Cell density map:
The die is cut into 11 by 11 equal tiles; black is low, pale yellow is high, 0 to 100% covered.
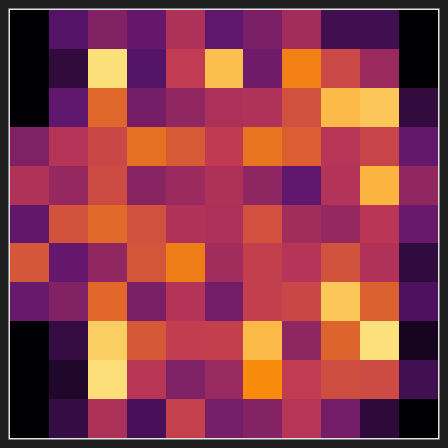
Congestion heat map:
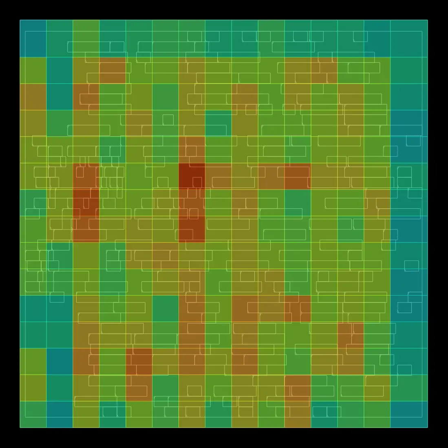
Cells colored by class:
Bar = 20 µm. Fill, decap, tap and diode cells in gray.
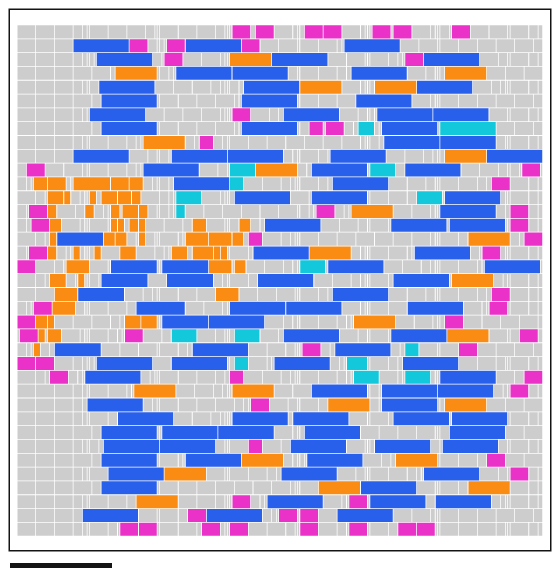
Register map, names as in the netlist:
Bar = 20 µm. Other sequential cells in the stronger gray, the rest of the logic in the fainter gray.
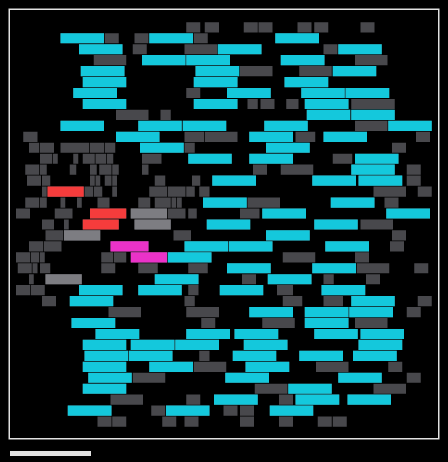
Wiring by layer:
Bar = 20 µm. Only two layers are drawn.
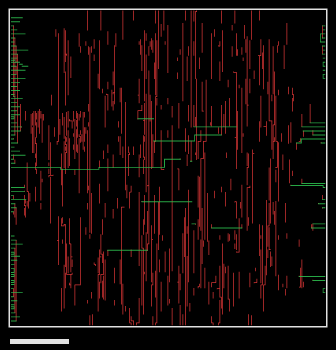
### src/rtl/mem1p_access_ctrl_pkg.sv
// Shared constants and helpers for the single-port memory access controller.
package mem1p_access_ctrl_pkg;

  localparam int RD_LAT = 2;   // memory read latency in cycles
  localparam int STAT_W = 32;  // statistics counter width

  function automatic int clog2_min1(input int n);
    return (n < 2) ? 1 : $clog2(n);
  endfunction

endpackage

### src/rtl/mem1p_access_ctrl_if.sv
// Client-side request/response handshake bundle of the access controller.
interface mem1p_access_ctrl_if #(
  parameter int AW    = 11,
  parameter int WIDTH = 24
);

  logic             req_valid;
  logic             req_ready;
  logic             req_wnr;
  logic [AW-1:0]    req_addr;
  logic [WIDTH-1:0] req_wdata;
  logic             rsp_valid;
  logic             rsp_ready;
  logic [WIDTH-1:0] rsp_data;

  modport master (
    output req_valid, req_wnr, req_addr, req_wdata, rsp_ready,
    input  req_ready, rsp_valid, rsp_data
  );

  modport slave (
    input  req_valid, req_wnr, req_addr, req_wdata, rsp_ready,
    output req_ready, rsp_valid, rsp_data
  );

endinterface

### src/rtl/mem1p_rsp_fifo.sv
// Read-response FIFO: head entry presented directly, push and pop in the same edge at any occupancy.
module mem1p_rsp_fifo
  import mem1p_access_ctrl_pkg::*;
#(
  parameter  int WIDTH     = 24,
  parameter  int RSP_DEPTH = 4,
  localparam int PW        = clog2_min1(RSP_DEPTH),
  localparam int CW        = PW + 1
) (
  input  logic             clk,
  input  logic             rst_n,
  input  logic             i_push,
  input  logic [WIDTH-1:0] i_push_data,
  input  logic             i_pop,
  output logic             o_valid,
  output logic [WIDTH-1:0] o_data,
  output logic [CW-1:0]    o_count
);

  logic [WIDTH-1:0] r_mem [RSP_DEPTH];
  logic [PW-1:0]    r_wr_ptr;
  logic [PW-1:0]    r_rd_ptr;
  logic [CW-1:0]    r_count;
  logic             w_push;
  logic             w_pop;

  assign w_pop  = i_pop & (r_count != '0);
  // A pop frees the slot in the same edge, so a full FIFO still takes a push.
  assign w_push = i_push & ((r_count != CW'(RSP_DEPTH)) | w_pop);

  // NOTE: storage has no reset; r_count alone defines which entries are live.
  always_ff @(posedge clk) begin
    if (w_push) r_mem[r_wr_ptr] <= i_push_data;
  end

  // NOTE: sequential state uses non-blocking assignment so every register samples pre-edge values.
  always_ff @(posedge clk or negedge rst_n) begin
    if (!rst_n) begin
      r_wr_ptr <= '0;
      r_rd_ptr <= '0;
      r_count  <= '0;
    end else begin
      if (w_push) r_wr_ptr <= r_wr_ptr + PW'(1);
      if (w_pop)  r_rd_ptr <= r_rd_ptr + PW'(1);
      case ({w_push, w_pop})
        2'b10:   r_count <= r_count + CW'(1);
        2'b01:   r_count <= r_count - CW'(1);
        default: r_count <= r_count;
      endcase
    end
  end

  assign o_valid = (r_count != '0);
  assign o_data  = r_mem[r_rd_ptr];
  assign o_count = r_count;

endmodule

### src/rtl/mem1p_access_ctrl.sv
// Credit-based initiator for a single-port memory with 2-cycle read latency.
// Optional request statistics counters are enabled with MEM1P_ACCESS_CTRL_STAT_EN.
module mem1p_access_ctrl
  import mem1p_access_ctrl_pkg::*;
#(
  parameter  int DEPTH     = 2048,
  parameter  int WIDTH     = 24,
  parameter  int RSP_DEPTH = 4,
  localparam int A         = clog2_min1(DEPTH),
  localparam int CW        = clog2_min1(RSP_DEPTH) + 1
) (
  input  logic               clk,
  input  logic               rst_n,
  mem1p_access_ctrl_if.slave cl,
  output logic               mem_me,
  output logic               mem_wnr,
  output logic [A-1:0]       mem_addr,
  output logic [WIDTH-1:0]   mem_din,
  input  logic [WIDTH-1:0]   mem_dout,
  output logic               busy
`ifdef MEM1P_ACCESS_CTRL_STAT_EN
  ,
  input  logic               stat_clr,
  output logic [STAT_W-1:0]  stat_rd_cnt,
  output logic [STAT_W-1:0]  stat_wr_cnt
`endif
);

  logic [RD_LAT-1:0] r_rd_pipe;
  logic [CW-1:0]     w_inflight;
  logic [CW-1:0]     w_fifo_cnt;
  logic [CW:0]       w_used;
  logic              w_credit;
  logic              w_req_ready;
  logic              w_accept;
  logic              w_rd_accept;
  logic              w_wr_accept;

  // NOTE: combinational outputs get a default before the loop so no path can infer a latch.
  always_comb begin
    w_inflight = '0;
    for (int i = 0; i < RD_LAT; i++) w_inflight = w_inflight + CW'(r_rd_pipe[i]);
  end

  // Credit is taken from registered counts only, so rsp_ready never reaches req_ready combinationally.
  assign w_used      = (CW+1)'(w_inflight) + (CW+1)'(w_fifo_cnt);
  assign w_credit    = (w_used < (CW+1)'(RSP_DEPTH));
  assign w_req_ready = rst_n & (cl.req_wnr | w_credit);
  assign w_accept    = cl.req_valid & w_req_ready;
  assign w_rd_accept = w_accept & ~cl.req_wnr;
  assign w_wr_accept = w_accept &  cl.req_wnr;

  assign cl.req_ready = w_req_ready;
  assign mem_me       = w_accept;
  assign mem_wnr      = cl.req_wnr;
  assign mem_addr     = cl.req_addr;
  assign mem_din      = cl.req_wdata;

  // Clearing the pipe on reset makes any stale mem_dout arriving afterwards harmless.
  always_ff @(posedge clk or negedge rst_n) begin
    if (!rst_n) r_rd_pipe <= '0;
    else        r_rd_pipe <= {r_rd_pipe[RD_LAT-2:0], w_rd_accept};
  end

  mem1p_rsp_fifo #(
    .WIDTH     (WIDTH),
    .RSP_DEPTH (RSP_DEPTH)
  ) u_rsp_fifo (
    .clk         (clk),
    .rst_n       (rst_n),
    .i_push      (r_rd_pipe[RD_LAT-1]),
    .i_push_data (mem_dout),
    .i_pop       (cl.rsp_ready),
    .o_valid     (cl.rsp_valid),
    .o_data      (cl.rsp_data),
    .o_count     (w_fifo_cnt)
  );

  assign busy = (|r_rd_pipe) | (w_fifo_cnt != '0);

`ifdef MEM1P_ACCESS_CTRL_STAT_EN
  logic [STAT_W-1:0] r_stat_rd_cnt;
  logic [STAT_W-1:0] r_stat_wr_cnt;

  always_ff @(posedge clk or negedge rst_n) begin
    if (!rst_n) begin
      r_stat_rd_cnt <= '0;
      r_stat_wr_cnt <= '0;
    end else if (stat_clr) begin
      r_stat_rd_cnt <= '0;
      r_stat_wr_cnt <= '0;
    end else begin
      if (w_rd_accept && (r_stat_rd_cnt != '1)) r_stat_rd_cnt <= r_stat_rd_cnt + STAT_W'(1);
      if (w_wr_accept && (r_stat_wr_cnt != '1)) r_stat_wr_cnt <= r_stat_wr_cnt + STAT_W'(1);
    end
  end

  assign stat_rd_cnt = r_stat_rd_cnt;
  assign stat_wr_cnt = r_stat_wr_cnt;
`endif

endmodule

### src/flat_wrapper.sv
// flat-port wrapper written by rule: the top's interface ports become plain ports
module mem1p_access_ctrl_flat import mem1p_access_ctrl_pkg::*;
#(
  parameter  int DEPTH     = 2048,
  parameter  int WIDTH     = 24,
  parameter  int RSP_DEPTH = 4,
  localparam int A         = clog2_min1(DEPTH),
  localparam int CW        = clog2_min1(RSP_DEPTH) + 1
)
  (clk, rst_n, mem_me, mem_wnr, mem_addr, mem_din, mem_dout, busy, cl_req_valid, cl_req_wnr, cl_req_addr, cl_req_wdata, cl_rsp_ready, cl_req_ready, cl_rsp_valid, cl_rsp_data);
  mem1p_access_ctrl_if #(.AW((clog2_min1(DEPTH))), .WIDTH(WIDTH)) cl_i ();
  input  logic clk;
  input  logic rst_n;
  output logic mem_me;
  output logic mem_wnr;
  output logic [A-1:0] mem_addr;
  output logic [WIDTH-1:0] mem_din;
  input  logic [WIDTH-1:0] mem_dout;
  output logic busy;
  input wire logic [$bits(cl_i.req_valid)-1:0] cl_req_valid;
  input wire logic [$bits(cl_i.req_wnr)-1:0] cl_req_wnr;
  input wire logic [$bits(cl_i.req_addr)-1:0] cl_req_addr;
  input wire logic [$bits(cl_i.req_wdata)-1:0] cl_req_wdata;
  input wire logic [$bits(cl_i.rsp_ready)-1:0] cl_rsp_ready;
  output wire logic [$bits(cl_i.req_ready)-1:0] cl_req_ready;
  output wire logic [$bits(cl_i.rsp_valid)-1:0] cl_rsp_valid;
  output wire logic [$bits(cl_i.rsp_data)-1:0] cl_rsp_data;
  assign cl_i.req_valid = cl_req_valid;
  assign cl_i.req_wnr = cl_req_wnr;
  assign cl_i.req_addr = cl_req_addr;
  assign cl_i.req_wdata = cl_req_wdata;
  assign cl_i.rsp_ready = cl_rsp_ready;
  assign cl_req_ready = cl_i.req_ready;
  assign cl_rsp_valid = cl_i.rsp_valid;
  assign cl_rsp_data = cl_i.rsp_data;
  mem1p_access_ctrl #(.DEPTH(DEPTH), .WIDTH(WIDTH), .RSP_DEPTH(RSP_DEPTH)) u_core (.clk(clk), .rst_n(rst_n), .cl(cl_i), .mem_me(mem_me), .mem_wnr(mem_wnr), .mem_addr(mem_addr), .mem_din(mem_din), .mem_dout(mem_dout), .busy(busy));
endmodule
### config.mk
export PLATFORM = sky130hd
export DESIGN_NAME = mem1p_access_ctrl_flat
export DESIGN_NICKNAME = d
export VERILOG_FILES = /design/src/rtl/mem1p_access_ctrl_pkg.sv /design/src/rtl/mem1p_access_ctrl_if.sv /design/src/rtl/mem1p_rsp_fifo.sv /design/src/rtl/mem1p_access_ctrl.sv /design/src/flat_wrapper.sv
export SDC_FILE = /design/constraint.sdc
export NUM_CORES = 1
export LEC_CHECK = 0
export ABC_CLOCK_PERIOD_IN_PS = 6030
export CORE_UTILIZATION = 40
export CTS_CLUSTER_DIAMETER = 80
export DETAILED_ROUTE_END_ITERATION = 10
export MAX_ROUTING_LAYER = met4
export PLACE_DENSITY_LB_ADDON = 0.05
export SLEW_MARGIN = 20
export SYNTH_ARGS = -nofsm -noshare
export SYNTH_HDL_FRONTEND = slang
export SYNTH_SLANG_ARGS = --single-unit
### constraint.sdc
create_clock -name clk -period 6.03 [get_ports clk]
set_input_delay 1.206 -clock clk [delete_from_list [all_inputs] [get_ports clk]]
set_output_delay 1.206 -clock clk [all_outputs]
set_load 0.01 [all_outputs]
==> deck_impl_summary.md <==
Physical Implementation Snapshot

Synthesis
  – Xor/xnor share: 0.01006
  – Leading area contributor after synthesis: edfxtp_1
  – Fa+ha+maj area frac: 0.02473
  – Cell Area, Synth: roughly 4400 µm²
  – Syn Area/Cell: 19.26 µm²
  – Top cells, area: edfxtp_1 66%, mux4_2 12%, buf_4 6.7%
  – Area leader share: 0.6624
  – Post-synth ARST share: 0.08571
  – Synth top cells by count: 96 x edfxtp_1, 39 x buf_4, 24 x mux4_2
  – Most frequent cell after synthesis: edfxtp_1
  – Synth Flop Type: edfxtp_1
  – Simple share: 0.02731
  – Yosys Chip Area: ~4400 µm²
  – Synth warnings: 0
  – Seq/Total Area, Yosys: 0.7142
  – # Cells Yosys: 226

Layout
  – Most common logic cells in the final layout: 96 x edfxtp_1, 57 x clkdlybuf4s50_1, 24 x mux4_2, 9 x clkbuf_8
  – Filler cell count: 900
  – Seq_cells: 105
  – Cell class with the largest area share: registers
  – Most numerous logic cell after layout: edfxtp_1
  – Buffers excl. clock: a little over 60
  – Non-Filler Instances: roughly 400
  – Clk tree area frac: 0.04020
  – Final #Nets: 327
  – Inverters: 8

Worst hold path
  – Hold Startpoint: u_core.r_rd_pipe[0]
  – Hold EP: u_core.r_rd_pipe[1]
  – Hold path cells: 0

Floorplanning
  – Die ar.: 11300 µm²
  – Die X: 106.3 µm
  – # Taps: 136

Clock network
  – Skew-Pair Late Insertion Delay: ~0.36 ns
  – CTS Buf Count: 9
  – Max Buffers Root-to-Sink: 2
  – Hold buffers post-CTS: 0
  – Clock sinks: 105
  – Root Buffer: clkbuf_8

Detailed routing
  – Residual DRC: 0
  – Starting DRT DRC Count: 58
  – Vias per cell: 5.119

Placed design
  – RD Place Congestion: approximately 0.74
  – Buffers added on ports: 57
  – Post-DP Area: around 4800 µm²
  – Inst Count DP: 380

Power
  – Sequential share of power: 0.479
  – Pwr Total: 1.984 mW
  – Power density over cell area: 395.9 nW/µm²
  – Clock power frac: 0.218
  – Peak supply drop: approximately 170 µV
  – Int Power: around 1.4 mW
  – Sw Share: 0.2829
  – Top pwr grp: registers
  – Logic pwr share: 0.303

Worst setup path
  – CP Capture Type: output pin
  – Req. time, crit path: 4.82 ns
  – FF-to-FF End: u_core.u_rsp_fifo.r_mem[0][13]
  – CP arrival: 2.73 ns
  – Critical Path Max Stage Delay: 0.75 ns

Final timing
  – Relative slew slack: 0.3923
  – Final min period: 3.937 ns
  – Slew @ Worst Pin: 0.9115 ns
  – Max Freq: 254.0 MHz
  – RSZ-0062 raised after global routing: no
  – Setup WS post-layout: between 2 and 2.5 ns
  – Final Max Slew Viols: 0
  – Setup Skew: roughly 0.015 ns
  – Worst hold slack: 0.4324 ns

Global route
  – First-pass GRT wire length: 11870 µm
  – Total grt overflow: 0

Run status
  – Outcome: completed
Notes on 'cell density map' above:
- fullest tile: 93%
- nearly empty tiles: 7.4%
- tiles over 75% full: 8.3%
core area: 10420 µm²
Final Core Density: 0.4811
floorplan utilization: 0.4178

Notes on 'congestion heat map' above:
Avg WL per Cell: 18.98 µm
Most Crowded Layer GR: met2

Notes on 'cells colored by class' above:
- registers: blue (cells 105)
- remaining logic cells: orange (cells 77)
- remaining buffers and delay cells: magenta (cells 62)
- clock drivers and dummy loads: cyan (cells 16)
row count: 37
fraction of area in registers: 0.6205
post-route design area: 5011 µm²

Notes on 'register map, names as in the netlist' above:
- u_core.u_rsp_fifo.r_rd_ptr: magenta (placed flops 2)
- u_core.u_rsp_fifo.r_mem: cyan (placed flops 96; where spread over the die)
- u_core.u_rsp_fifo.o_count: red (placed flops 3)
- not colored: 4
Flop area: 3109 µm²
Seq group: 0.950 mW

Notes on 'wiring by layer' above:
- M3: green (wire length 396 µm)
- M2: red (wire length 3690 µm)
GRT Util Overall: 0.1482
total wire length: 7517 µm

[layer usage]
| metal | up-vias | global-route usage | part of all wire | routed length [µm] |
|---|---|---|---|---|
| li1 | 895 | - | - | - |
| met1 | 1019 | 0.1732 | 0.42 | 3127 |
| met2 | 60 | 0.2398 | 0.49 | 3692 |
| met3 | 53 | 0.04169 | 0.053 | 396 |
| met4 | 0 | 0.06548 | 0.040 | 301 |
| met5 | - | - | 0 | 0 |
[registers in the layout, indices dropped and copies added (netlist names)]
name / count
u_core.u_rsp_fifo.o_count: 3
u_core.u_rsp_fifo.r_mem: 96
u_core.r_rd_pipe: 2
u_core.u_rsp_fifo.r_rd_ptr: 2
u_core.u_rsp_fifo.r_wr_ptr: 2
No activity file was given, so power comes from the tool's default toggle rates.
